==> config.mk <==
export PLATFORM = sky130hd
export DESIGN_NAME = md5_dispatch_scheduler
export DESIGN_NICKNAME = d
export VERILOG_FILES = /design/src/rtl/md5_dispatch_scheduler.sv
export SDC_FILE = /design/constraint.sdc
export NUM_CORES = 1
export LEC_CHECK = 0
export ABC_AREA = 0
export CORE_ASPECT_RATIO = 1.75
export CORE_MARGIN = 2
export CORE_UTILIZATION = 50
export CTS_BUF_LIST = sky130_fd_sc_hd__clkbuf_4 sky130_fd_sc_hd__clkbuf_8
export DETAILED_ROUTE_END_ITERATION = 10
export PLACE_DENSITY = 0.75
export SYNTH_ARGS = -nofsm -noshare
export SYNTH_HDL_FRONTEND = slang
export SYNTH_SLANG_ARGS = --single-unit
==> constraint.sdc <==
create_clock -name clk -period 6.6 [get_ports clk]
set_clock_uncertainty 0.05 [all_clocks]
set_input_delay 0.66 -clock clk [delete_from_list [all_inputs] [get_ports clk]]
set_output_delay 0.66 -clock clk [all_outputs]
set_load 0.02 [all_outputs]
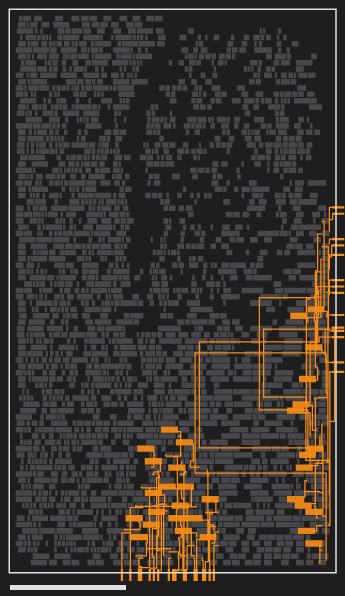
*Wires at chosen ports, followed through buffers, run 1*
Scale bar: 50 µm.
[orange] md5_start | bits: 32 | direction: output | edge: 18 bottom, 14 right | end cells: 32 | buffers: 32 | wire: 2170 µm
number of I/O port buffers: 262
io pins: 263

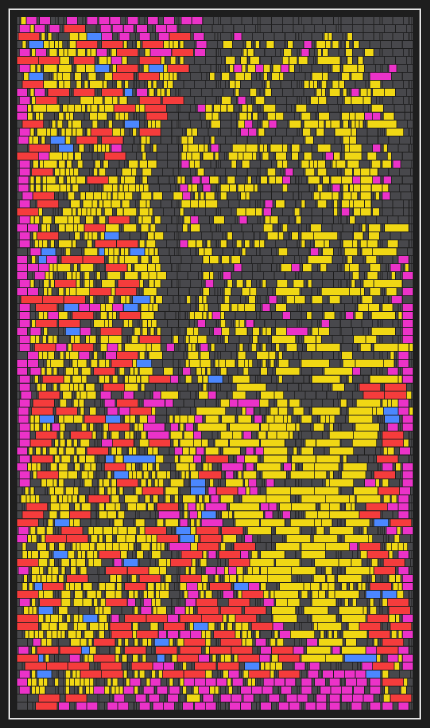
*Placement by cell class, run 1*
Fill, decap, tap and diode cells in grey.
[yellow] combinational and other logic | cells: 1561 | share of their area: 57%
[blue] clock drivers and dummy loads | cells: 51 | share of their area: 3.5%
[magenta] other buffers and delay cells | cells: 379 | share of their area: 19%
[red] flops | cells: 203 | share of their area: 21%
sequential share of cell area: 0.202
post-layout util: 0.630
CORE AREA: 0.0320 mm²
# rows: 87

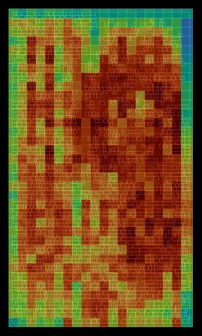
*Routing congestion map, run 1*
GR Util met1: 0.379
gr busiest metal: met2
GRT Overall Usage: 0.390
M3 GR Usage: 0.0693
WL/cell: 26.1 µm

==> out/qor.csv, run 1 <==
stage,metric,value,unit
clock_tree,insertion_delay,0.63,ns
clock_tree,post_cts_buffers,0,
setup_path,cp_cell_sequence,"buf_4, buf_4, mux4_2, mux2_2, o22a_1, o221ai_1, buf_4, a2111oi_1, buf_4, a32oi_1, o211ai_1, o21ai_0, a21oi_1, buf_4, nor2_1, buf_4, or4_4, o22ai_1",
timing,holdWs,0.390,ns
finish,regArea,0.00407,mm²
global_route,grt_max_degree,96,
synth,aoi_share,0.180,
status,status,finished clean,
clock_tree,htreeDepth,1,
clock_tree,hold_buffers,0,
synth,synth_area,0.0161,mm²
timing,fmax,162,MHz
global_route,antenna_found_initial,2,
setup_path,crit_arrival,6.69,ns
route,wl,67700,µm
power_and_ir_drop,combPwrFrac,0.192,
placed_design,placed_area,0.0195,mm²
setup_path,crit_family,AND-OR/OR-AND gates,
finish,logic_gate_count,1497,
timing,fin_ws,0.410,ns
synth,ys_area,0.0161,mm²
timing,slew_headroom,0.113,
synth,yosys.area_share.simple,0.207,
setup_path,crit_top_cell,buf_4,
setup_path,cp_slowest_cell,a2111oi_1,
route,routed.top_layer,met4,
finish,inv_count,64,
route,vias,16800,
### Routed clock nets over the placement, run 1

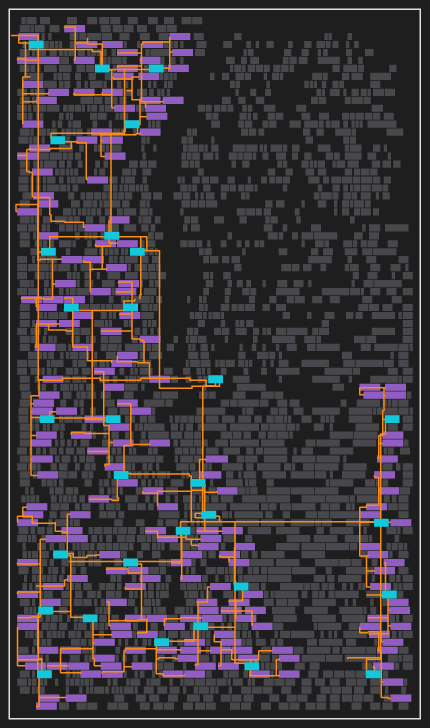

--- run 2 (diff from run 1) ---
CORE_MARGIN = default   (was 2)
CORE_UTILIZATION = 30   (was 50)
PLACE_DENSITY = default   (was 0.75)
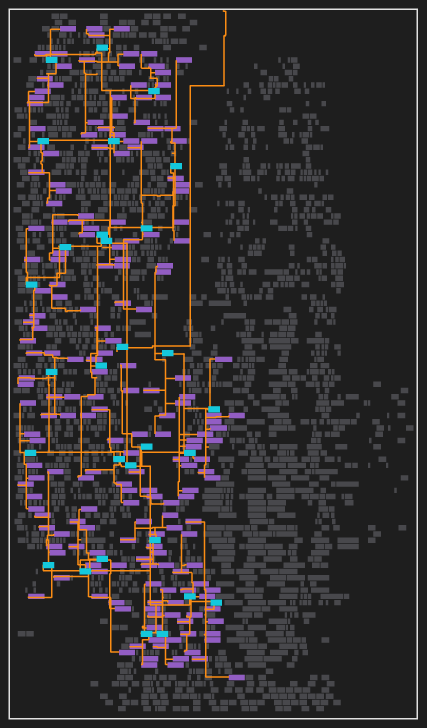
*Routed clock nets over the placement, run 2*
[purple] flip-flops | count: 203
[orange] clock wires | length: 3090 µm
[cyan] clock drivers | count: 29
routed clock nets: 30
Clock Power: 1.11 mW
Late-Pin Clk Latency: 0.60 ns
Clock power frac: 0.373

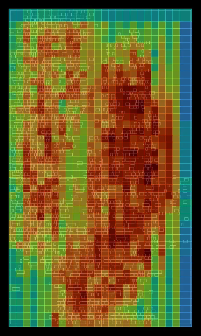
*Routing congestion map, run 2*
GRT Overall Usage: 0.276
Global Route met2 Usage: 0.522
post-layout util: 0.377
WL/cell: 27.0 µm

==> out/qor.csv, run 2 <==
stage,metric,value,unit
floorplanning,core-area,0.0533,mm²
setup_path,path_max_fanout,37,
timing,holdWs,0.377,ns
clock_tree,htreeDepth,1,
global_route,gr-max-usage-layer,met2,
status,status,finished clean,
clock_tree,hold_buffers,0,
timing,fmax,155,MHz
placed_design,placed_area,0.0194,mm²
timing,slew_headroom,0.177,
synth,yosys.area_share.simple,0.207,
setup_path,crit_family,simple AND/OR/NAND/NOR gates,
synth,aoi_share,0.180,
placed_design,place_ws,-0.205,ns
synth,ys_area,0.0161,mm²
global_route,met3_usage,0.0372,
global_route,antenna_found_initial,2,
setup_path,crit_arrival,6.91,ns
power_and_ir_drop,combPwrFrac,0.189,
setup_path,r2r_cells,14,
setup_path,cp_cell_sequence,"buf_4, buf_4, a21oi_4, xnor2_4, mux2i_1, mux4_2, nor3_4, nand4_1, nor3b_4, a2111oi_0, a21oi_1, nor2_1, or4_4, o22ai_1",
finish,logic_gate_count,1497,
finish,largestClassByArea,multi-input combinational cells,
finish,inv_count,64,
global_route,grt_pass1_vias,16100,
finish,regArea,0.00407,mm²
setup_path,cp_slowest_cell,or4_4,
timing,fin_ws,0.158,ns
placed_design,port_buffers,262,
power_and_ir_drop,p_per_area,148,mW/mm²
finish,seq-cell-share,0.203,
floorplanning,die_h,309,µm
power_and_ir_drop,p_switching,0.883,mW
clock_tree,post_cts_buffers,0,
global_route,grt_max_degree,79,
floorplanning,io_pins,263,
timing,period_minus_slack,6.44,ns
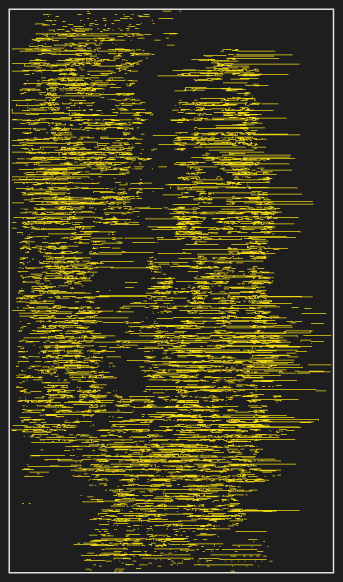
*Signal wires on met1, run 2*
main direction: horizontal
longest straight run: 58.7 µm
nets with wire on the layer: 2085
wire length on this layer: 24.1 mm
share of all routed wire: 31%
GR Util met1: 0.265
Total Wirelength: 76600 µm
routed vias: 16400

No activity file was given, so power comes from the tool's default toggle rates.
